### Track usage over the die

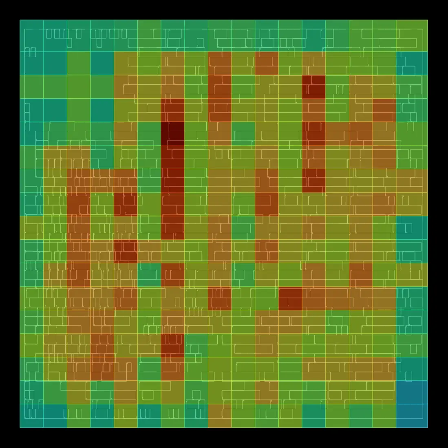
### Pin placement

Scale: 4 px per µm. Pins as bars across the die edge, other pins in grey.
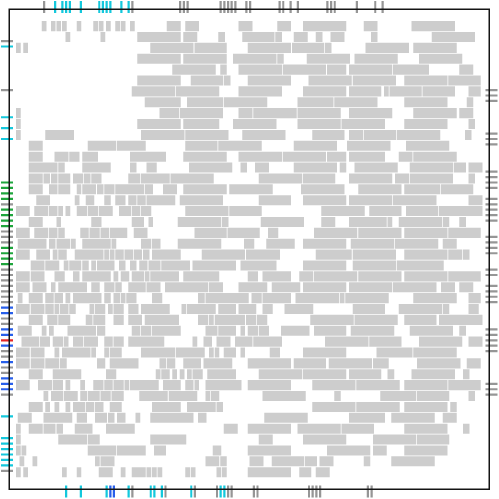
[src/rtl/board_mem_streamer_pkg.sv]
// board_mem_pkg: shared widths, FSM state type and RAM write-side tie-offs for board_mem_streamer
package board_mem_pkg;
  localparam int DEF_ADDR_W = 11;
  localparam int DEF_DATA_W = 32;
  localparam int DEF_LEN_W = 12;
  localparam int DEF_FIFO_DEPTH = 4;
  typedef enum logic [1:0] {S_IDLE = 2'd0, S_RUN = 2'd1, S_DRAIN = 2'd2} state_e;
  localparam logic [3:0] BE_TIE = 4'hF;
  localparam logic [DEF_DATA_W-1:0] WDATA_TIE = '0;
endpackage

[src/rtl/board_mem_streamer_if.sv]
// board_mem_streamer_if: command, RAM (Avalon read) and output-stream signals of the streamer
// master = streamer side (drives cmd_ready, mem_*, out_*, busy, done); slave = environment side
interface board_mem_streamer_if import board_mem_pkg::*; #(
  parameter int ADDR_W = DEF_ADDR_W,
  parameter int DATA_W = DEF_DATA_W,
  parameter int LEN_W = DEF_LEN_W
);
  logic cmd_valid, cmd_ready;
  logic [ADDR_W-1:0] cmd_base;
  logic [LEN_W-1:0] cmd_len;
  logic [ADDR_W-1:0] mem_address;
  logic mem_chipselect, mem_clken, mem_write;
  logic [3:0] mem_byteenable;
  logic [DATA_W-1:0] mem_writedata, mem_readdata;
  logic out_valid, out_ready, out_last;
  logic [DATA_W-1:0] out_data;
  logic busy, done;
  modport master (
    input cmd_valid, cmd_base, cmd_len, mem_readdata, out_ready,
    output cmd_ready, mem_address, mem_chipselect, mem_clken, mem_write, mem_byteenable,
    output mem_writedata, out_valid, out_data, out_last, busy, done
  );
  modport slave (
    output cmd_valid, cmd_base, cmd_len, mem_readdata, out_ready,
    input cmd_ready, mem_address, mem_chipselect, mem_clken, mem_write, mem_byteenable,
    input mem_writedata, out_valid, out_data, out_last, busy, done
  );
endinterface

[src/rtl/board_mem_streamer_fifo.sv]
// stream_fifo: synchronous FIFO with combinational head and registered occupancy count
// ports: push_i/data_i write side, pop_i/head_o read side, count_o current occupancy
module stream_fifo #(
  parameter int WIDTH = 33,
  parameter int DEPTH = 4,
  localparam int AW = $clog2(DEPTH),
  localparam int CW = $clog2(DEPTH) + 1
) (
  input  logic             clk,
  input  logic             reset,
  input  logic             push_i,
  input  logic [WIDTH-1:0] data_i,
  input  logic             pop_i,
  output logic [WIDTH-1:0] head_o,
  output logic [CW-1:0]    count_o
);
  logic [WIDTH-1:0] mem_q [DEPTH];
  logic [AW-1:0] wr_q, rd_q;
  logic [CW-1:0] count_q;
  assign head_o = mem_q[rd_q];
  assign count_o = count_q;
  always_ff @(posedge clk) begin
    if (reset) begin
      wr_q <= '0;
      rd_q <= '0;
      count_q <= '0;
    end else begin
      if (push_i) mem_q[wr_q] <= data_i;
      if (push_i) wr_q <= wr_q + AW'(1);
      if (pop_i) rd_q <= rd_q + AW'(1);
      count_q <= count_q + CW'(push_i) - CW'(pop_i);
    end
  end
endmodule

[src/rtl/board_mem_streamer.sv]
// board_mem_streamer: streams a (base,len) window of the board RAM onto a valid/ready output
// ports: clk, reset (sync, active-high), bus = command, RAM read and output stream (master side)
module board_mem_streamer import board_mem_pkg::*; #(
  parameter int ADDR_W = DEF_ADDR_W,
  parameter int DATA_W = DEF_DATA_W,
  parameter int LEN_W = DEF_LEN_W,
  parameter int FIFO_DEPTH = DEF_FIFO_DEPTH
) (
  input logic clk,
  input logic reset,
  board_mem_streamer_if.master bus
);
  localparam int CW = $clog2(FIFO_DEPTH) + 1;
  state_e state_q, state_d;
  logic [ADDR_W-1:0] addr_q;
  logic [LEN_W-1:0] rem_q;
  logic pend_q, pend_last_q, done_q;
  logic [CW-1:0] count;
  logic [DATA_W:0] head;
  logic cmd_fire, issue, last_issue, pop, head_last;
  assign cmd_fire = state_q == S_IDLE && bus.cmd_valid;
  // credit counts the buffered words plus the read still in the RAM pipeline
  assign issue = !reset && state_q == S_RUN
    && ({1'b0, count} + (CW+1)'(pend_q)) < (CW+1)'(FIFO_DEPTH);
  assign last_issue = issue && rem_q == LEN_W'(1);
  assign pop = count != '0 && bus.out_ready;
  assign head_last = head[DATA_W];
  always_comb
    state_d = state_q == S_IDLE ? ((cmd_fire && bus.cmd_len != '0) ? S_RUN : S_IDLE)
            : state_q == S_RUN  ? (last_issue ? S_DRAIN : S_RUN)
            : ((pop && head_last) ? S_IDLE : S_DRAIN);
  always_ff @(posedge clk) begin
    if (reset) begin
      state_q <= S_IDLE;
      addr_q <= '0;
      rem_q <= '0;
      pend_q <= 1'b0;
      pend_last_q <= 1'b0;
      done_q <= 1'b0;
    end else begin
      state_q <= state_d;
      pend_q <= issue;
      pend_last_q <= last_issue;
      done_q <= (cmd_fire && bus.cmd_len == '0) || (pop && head_last);
      if (cmd_fire) begin
        addr_q <= bus.cmd_base;
        rem_q <= bus.cmd_len;
      end else if (issue) begin
        addr_q <= addr_q + ADDR_W'(1);
        rem_q <= rem_q - LEN_W'(1);
      end
    end
  end
  stream_fifo #(.WIDTH(DATA_W + 1), .DEPTH(FIFO_DEPTH)) u_fifo (
    .clk(clk),
    .reset(reset),
    .push_i(pend_q),
    .data_i({pend_last_q, bus.mem_readdata}),
    .pop_i(pop),
    .head_o(head),
    .count_o(count)
  );
  assign bus.cmd_ready = state_q == S_IDLE;
  assign bus.busy = state_q != S_IDLE;
  assign bus.done = done_q;
  assign bus.mem_address = addr_q;
  assign bus.mem_chipselect = issue;
  assign bus.mem_clken = !reset;
  assign bus.mem_write = 1'b0;
  assign bus.mem_byteenable = BE_TIE;
  assign bus.mem_writedata = DATA_W'(WDATA_TIE);
  assign bus.out_valid = count != '0;
  assign bus.out_data = head[DATA_W-1:0];
  assign bus.out_last = bus.out_valid && head_last;
endmodule
[src/flat_wrapper.sv]
// flat-port wrapper written by rule: the top's interface ports become plain ports
module board_mem_streamer_flat import board_mem_pkg::*;
#(
  parameter int ADDR_W = DEF_ADDR_W,
  parameter int DATA_W = DEF_DATA_W,
  parameter int LEN_W = DEF_LEN_W,
  parameter int FIFO_DEPTH = DEF_FIFO_DEPTH
)
  (clk, reset, bus_cmd_valid, bus_cmd_base, bus_cmd_len, bus_mem_readdata, bus_out_ready, bus_cmd_ready, bus_mem_address, bus_mem_chipselect, bus_mem_clken, bus_mem_write, bus_mem_byteenable, bus_mem_writedata, bus_out_valid, bus_out_data, bus_out_last, bus_busy, bus_done);
  board_mem_streamer_if #(.ADDR_W(ADDR_W), .DATA_W(DATA_W), .LEN_W(LEN_W)) bus_i ();
  input logic clk;
  input logic reset;
  input wire logic [$bits(bus_i.cmd_valid)-1:0] bus_cmd_valid;
  input wire logic [$bits(bus_i.cmd_base)-1:0] bus_cmd_base;
  input wire logic [$bits(bus_i.cmd_len)-1:0] bus_cmd_len;
  input wire logic [$bits(bus_i.mem_readdata)-1:0] bus_mem_readdata;
  input wire logic [$bits(bus_i.out_ready)-1:0] bus_out_ready;
  output wire logic [$bits(bus_i.cmd_ready)-1:0] bus_cmd_ready;
  output wire logic [$bits(bus_i.mem_address)-1:0] bus_mem_address;
  output wire logic [$bits(bus_i.mem_chipselect)-1:0] bus_mem_chipselect;
  output wire logic [$bits(bus_i.mem_clken)-1:0] bus_mem_clken;
  output wire logic [$bits(bus_i.mem_write)-1:0] bus_mem_write;
  output wire logic [$bits(bus_i.mem_byteenable)-1:0] bus_mem_byteenable;
  output wire logic [$bits(bus_i.mem_writedata)-1:0] bus_mem_writedata;
  output wire logic [$bits(bus_i.out_valid)-1:0] bus_out_valid;
  output wire logic [$bits(bus_i.out_data)-1:0] bus_out_data;
  output wire logic [$bits(bus_i.out_last)-1:0] bus_out_last;
  output wire logic [$bits(bus_i.busy)-1:0] bus_busy;
  output wire logic [$bits(bus_i.done)-1:0] bus_done;
  assign bus_i.cmd_valid = bus_cmd_valid;
  assign bus_i.cmd_base = bus_cmd_base;
  assign bus_i.cmd_len = bus_cmd_len;
  assign bus_i.mem_readdata = bus_mem_readdata;
  assign bus_i.out_ready = bus_out_ready;
  assign bus_cmd_ready = bus_i.cmd_ready;
  assign bus_mem_address = bus_i.mem_address;
  assign bus_mem_chipselect = bus_i.mem_chipselect;
  assign bus_mem_clken = bus_i.mem_clken;
  assign bus_mem_write = bus_i.mem_write;
  assign bus_mem_byteenable = bus_i.mem_byteenable;
  assign bus_mem_writedata = bus_i.mem_writedata;
  assign bus_out_valid = bus_i.out_valid;
  assign bus_out_data = bus_i.out_data;
  assign bus_out_last = bus_i.out_last;
  assign bus_busy = bus_i.busy;
  assign bus_done = bus_i.done;
  board_mem_streamer #(.ADDR_W(ADDR_W), .DATA_W(DATA_W), .LEN_W(LEN_W), .FIFO_DEPTH(FIFO_DEPTH)) u_core (.clk(clk), .reset(reset), .bus(bus_i));
endmodule
[config.mk]
export PLATFORM = sky130hd
export DESIGN_NAME = board_mem_streamer_flat
export DESIGN_NICKNAME = d
export VERILOG_FILES = /design/src/rtl/board_mem_streamer_pkg.sv /design/src/rtl/board_mem_streamer_if.sv /design/src/rtl/board_mem_streamer_fifo.sv /design/src/rtl/board_mem_streamer.sv /design/src/flat_wrapper.sv
export SDC_FILE = /design/constraint.sdc
export NUM_CORES = 1
export LEC_CHECK = 0
export CAP_MARGIN = 20
export CORE_UTILIZATION = 51
export CTS_CLUSTER_SIZE = 10
export DETAILED_ROUTE_END_ITERATION = 10
export HOLD_SLACK_MARGIN = 0.12
export PLACE_DENSITY = 0.8
export SLEW_MARGIN = 25
export SYNTH_ARGS = -nofsm -noshare
export SYNTH_HDL_FRONTEND = slang
export SYNTH_HIERARCHICAL = 1
export SYNTH_SLANG_ARGS = --single-unit
[constraint.sdc]
create_clock -name clk -period 2.6 [get_ports clk]
set_clock_uncertainty 0.1 [all_clocks]
set_input_delay 0.65 -clock clk [delete_from_list [all_inputs] [get_ports clk]]
set_output_delay 0.65 -clock clk [all_outputs]
set_load 0.02 [all_outputs]
==> flow_summary.html <==
<h2>Synthesis and place &amp; route</h2>
<table>
<tr><th>Metric</th><th>Value</th></tr>
<tr><th colspan="2">Detailed routing</th></tr>
<tr><td>Post-route antenna net violation count</td><td>0</td></tr>
<tr><td>Met3 WL</td><td>923 µm</td></tr>
<tr><td>Total DRC errors in the routed layout</td><td>0</td></tr>
<tr><td>Vias per std cell</td><td>5.46</td></tr>
<tr><td>Final Routed Wirelength</td><td>13600 µm</td></tr>
<tr><td>Starting DRC count in detailed routing</td><td>256</td></tr>
<tr><td>Sum of routed wire segments on met1</td><td>5460 µm</td></tr>
<tr><td>Highest metal layer used by the detailed router</td><td>met4</td></tr>
<tr><td>Met2 Wirelength</td><td>7120 µm</td></tr>
<tr><td>Average wire per standard cell</td><td>17.9 µm</td></tr>
<tr><td>Via count</td><td>4152</td></tr>
<tr><th colspan="2">Worst hold path</th></tr>
<tr><td>Worst Hold Path Cells</td><td>2</td></tr>
<tr><td>Worst Hold Path EP</td><td>u_core/rem_q[1]</td></tr>
<tr><td>Min-delay worst type</td><td>flip-flop to flip-flop</td></tr>
<tr><td>Startpoint of the tightest hold check path</td><td>u_core/rem_q[1]</td></tr>
<tr><th colspan="2">Yosys</th></tr>
<tr><td>Netlist area before placement</td><td>7060 µm²</td></tr>
<tr><td>Syn Inst Count</td><td>436</td></tr>
<tr><td>Flip-flop and latch count after synthesis</td><td>169</td></tr>
<tr><td>Synthesis warning total</td><td>6</td></tr>
<tr><td>Post-synthesis cell count from yosys</td><td>436</td></tr>
<tr><td>Largest family of logic cells by area</td><td>multiplexers</td></tr>
<tr><td>Share of synthesized registers carrying an async set or reset</td><td>0</td></tr>
<tr><td>Most frequent cells after synthesis</td><td>edfxtp_1 (132), buf_4 (37), dfxtp_1 (37)</td></tr>
<tr><td>Count leader, synth</td><td>edfxtp_1</td></tr>
<tr><td>Count of distinct cell types in the synthesized netlist</td><td>56</td></tr>
<tr><td>Area share of the largest cell type after synthesis</td><td>0.562</td></tr>
<tr><td>Leading register cell type out of synthesis</td><td>edfxtp_1</td></tr>
<tr><td>Post-synth tally of flip-flops with integrated enable</td><td>132</td></tr>
<tr><td>Register area share after synthesis</td><td>0.667</td></tr>
<tr><td>Cell type contributing the most total cell area after synthesis</td><td>edfxtp_1</td></tr>
<tr><td>Yosys adder share</td><td>0.0188</td></tr>
<tr><th colspan="2">Power</th></tr>
<tr><td>Leak Pwr</td><td>3.12 nW</td></tr>
<tr><td>Portion of total power attributed to sequential cells</td><td>0.426</td></tr>
<tr><td>Switching portion of total power</td><td>0.255</td></tr>
<tr><td>Clock group share of total power</td><td>0.342</td></tr>
<tr><td>Cell area power density</td><td>823 nW/µm²</td></tr>
<tr><td>Power in sequential cells</td><td>0.00312 W</td></tr>
<tr><td>Power group with the largest share</td><td>registers</td></tr>
<tr><td>Power Clock</td><td>0.00250 W</td></tr>
<tr><td>Internal power summed over all cells</td><td>0.00546 W</td></tr>
<tr><td>Combinational cell power</td><td>0.00171 W</td></tr>
<tr><td>Net switching power figure</td><td>0.00187 W</td></tr>
<tr><td>Total power of the final layout</td><td>0.00733 W</td></tr>
<tr><th colspan="2">GRT</th></tr>
<tr><td>Global-route wire length before repair</td><td>21500 µm</td></tr>
<tr><td>Number of antenna violations at the first check in global routing</td><td>0</td></tr>
<tr><td>Global-route track usage on met2</td><td>0.360</td></tr>
<tr><td>Vias in the first global route</td><td>4162</td></tr>
<tr><td>Largest net degree at the start of global routing</td><td>36</td></tr>
<tr><th colspan="2">Final layout</th></tr>
<tr><td>Non-clk bufs</td><td>136</td></tr>
<tr><td>Fraction of final layout cells sized beyond drive strength 1</td><td>0.229</td></tr>
<tr><td>Post-route standard cell area excluding fillers</td><td>8900 µm²</td></tr>
<tr><td>Fraction of standard cell area in multi-input logic</td><td>0.228</td></tr>
<tr><td>Seq area share</td><td>0.529</td></tr>
<tr><td>FF/Latch Area</td><td>4710 µm²</td></tr>
<tr><td>Area growth from synthesis to final layout</td><td>26.2%</td></tr>
<tr><td>Most common logic cells in the final layout</td><td>edfxtp_1 (132), clkdlybuf4s50_1 (72), conb_1 (37), dfxtp_1 (35), mux4_2 (32)</td></tr>
<tr><td>Comb area</td><td>2030 µm²</td></tr>
<tr><td>Filler cell count</td><td>960</td></tr>
<tr><td>Final cell count without fillers</td><td>761</td></tr>
<tr><td>Inverter count</td><td>14</td></tr>
<tr><td>Non-clock buffers, area share</td><td>0.145</td></tr>
<tr><td>Biggest cell category by area in the final layout</td><td>flip-flops and latches</td></tr>
<tr><td>Flop Count</td><td>169</td></tr>
<tr><td>Register ranked first by flip-flop count</td><td>u_core/u_fifo/mem_q</td></tr>
<tr><td>Clock network area share</td><td>0.0672</td></tr>
<tr><td>Number of flip-flops under the largest register name</td><td>132</td></tr>
<tr><td>MI comb cells</td><td>234</td></tr>
<tr><td>Most frequent logic cell in the layout</td><td>edfxtp_1</td></tr>
<tr><td>Post-layout net count</td><td>641</td></tr>
<tr><th colspan="2">Worst setup path</th></tr>
<tr><td>Register-to-register path setup slack</td><td>290 ps</td></tr>
<tr><td>Type of the worst setup path</td><td>flip-flop to output pin</td></tr>
<tr><td>Source of the worst register-to-register timing path</td><td>u_core/u_fifo/count_o[2]</td></tr>
<tr><td>Largest stage delay on the critical path</td><td>510 ps</td></tr>
<tr><td>WP depth</td><td>3</td></tr>
<tr><td>Category of the worst setup path launch point</td><td>flip-flop</td></tr>
<tr><td>Worst reg2reg endpoint</td><td>u_core/u_fifo/count_o[2]</td></tr>
<tr><td>CP max FO</td><td>8</td></tr>
<tr><td>Worst r2r path cells</td><td>8</td></tr>
<tr><td>Slowest-stage cell, CP</td><td>mux4_2</td></tr>
<tr><td>Critical Path End Type</td><td>output pin</td></tr>
<tr><td>Buffers and inverters on the worst path</td><td>2</td></tr>
<tr><td>Series of cell instances along the critical path</td><td>buf_12 -&gt; mux4_2 -&gt; dlygate4sd2_1</td></tr>
<tr><td>Critical path required time</td><td>1850 ps</td></tr>
<tr><td>Data arrival at the endpoint of the critical path</td><td>1770 ps</td></tr>
<tr><th colspan="2">Clock tree</th></tr>
<tr><td>Post-cts repair resize count</td><td>125</td></tr>
<tr><td>Library cell used as clock root buffer</td><td>clkbuf_16</td></tr>
<tr><td>TritonCTS buffer count</td><td>17</td></tr>
<tr><td>Hold buffer count at CTS</td><td>0</td></tr>
<tr><td>TritonCTS clock tree</td><td>built</td></tr>
<tr><td>Post-CTS repair timing setup buffer count</td><td>2</td></tr>
<tr><td>Insertion delay at the late pin of the worst-skew pair</td><td>420 ps</td></tr>
<tr><td>Htree depth</td><td>4</td></tr>
<tr><td>Clock Tree Buf Depth</td><td>2</td></tr>
<tr><th colspan="2">Placed design</th></tr>
<tr><td>Post-detailed-placement cell area</td><td>8370 µm²</td></tr>
<tr><td>DPL Wire Length</td><td>8720 µm</td></tr>
<tr><td>Number of buffers added on ports</td><td>108</td></tr>
<tr><td>Post-placement cell count</td><td>726</td></tr>
<tr><td>Setup Slack @ Placement</td><td>-398 ps</td></tr>
<tr><th colspan="2">STA</th></tr>
<tr><td>Hold Fails Final Rpt</td><td>0</td></tr>
<tr><td>Minimum clock period</td><td>2520 ps</td></tr>
<tr><td>Actual slew at the worst max-slew pin</td><td>550 ps</td></tr>
<tr><td>Setup Total Neg Slack</td><td>0 ps</td></tr>
<tr><td>Final max-slew violation count</td><td>0</td></tr>
<tr><td>Final worst hold slack</td><td>385 ps</td></tr>
<tr><td>Crit share post-route</td><td>0.971</td></tr>
<tr><td>Relative max-transition margin</td><td>0.630</td></tr>
<tr><td>Maximum clock frequency</td><td>0.396 GHz</td></tr>
<tr><td>Setup violations, final</td><td>0</td></tr>
<tr><td>Minimum setup slack in the final design</td><td>76.3 ps</td></tr>
<tr><th colspan="2">Outcome</th></tr>
<tr><td>Run status</td><td>finished clean</td></tr>
<tr><th colspan="2">Floorplanning</th></tr>
<tr><td>Die outline width</td><td>120 µm</td></tr>
<tr><td>Ports placed on the boundary</td><td>146</td></tr>
<tr><td>Die Y-Extent</td><td>120 µm</td></tr>
<tr><td>Initial cell density of the core</td><td>0.529</td></tr>
<tr><td>Die Size</td><td>14300 µm²</td></tr>
<tr><td>Number of rows created at floorplan</td><td>42</td></tr>
<tr><td>Well Taps</td><td>176</td></tr>
<tr><td>Core box area</td><td>13300 µm²</td></tr>
<tr><th colspan="2">Flow run</th></tr>
<tr><td>Tally of max-capacitance violations</td><td>0</td></tr>
<tr><td>Stage-log warning count</td><td>30</td></tr>
</table>
About 'Track usage over the die':
most heavily used metal layer in global routing: met2
Core Util, Final: 0.667
Global Route met1 Usage: 0.240
Overall Global Routing Usage: 0.204
met3 layer usage reported by global route: 0.0580

About 'Pin placement':
[green] `bus_cmd_len` | pins: 12 | direction: input | edge: left
[blue] `bus_mem_address` | pins: 11 | direction: output | edge: 9 left, 2 bottom
[cyan] `bus_mem_writedata` | pins: 32 | direction: output | edge: 11 top, 11 left, 10 bottom
[red] `bus_mem_clken` | pins: 1 | direction: output | edge: left
all pins by edge: 54 left, 33 top, 33 right, 26 bottom

Power and IR drop assume default switching activity.
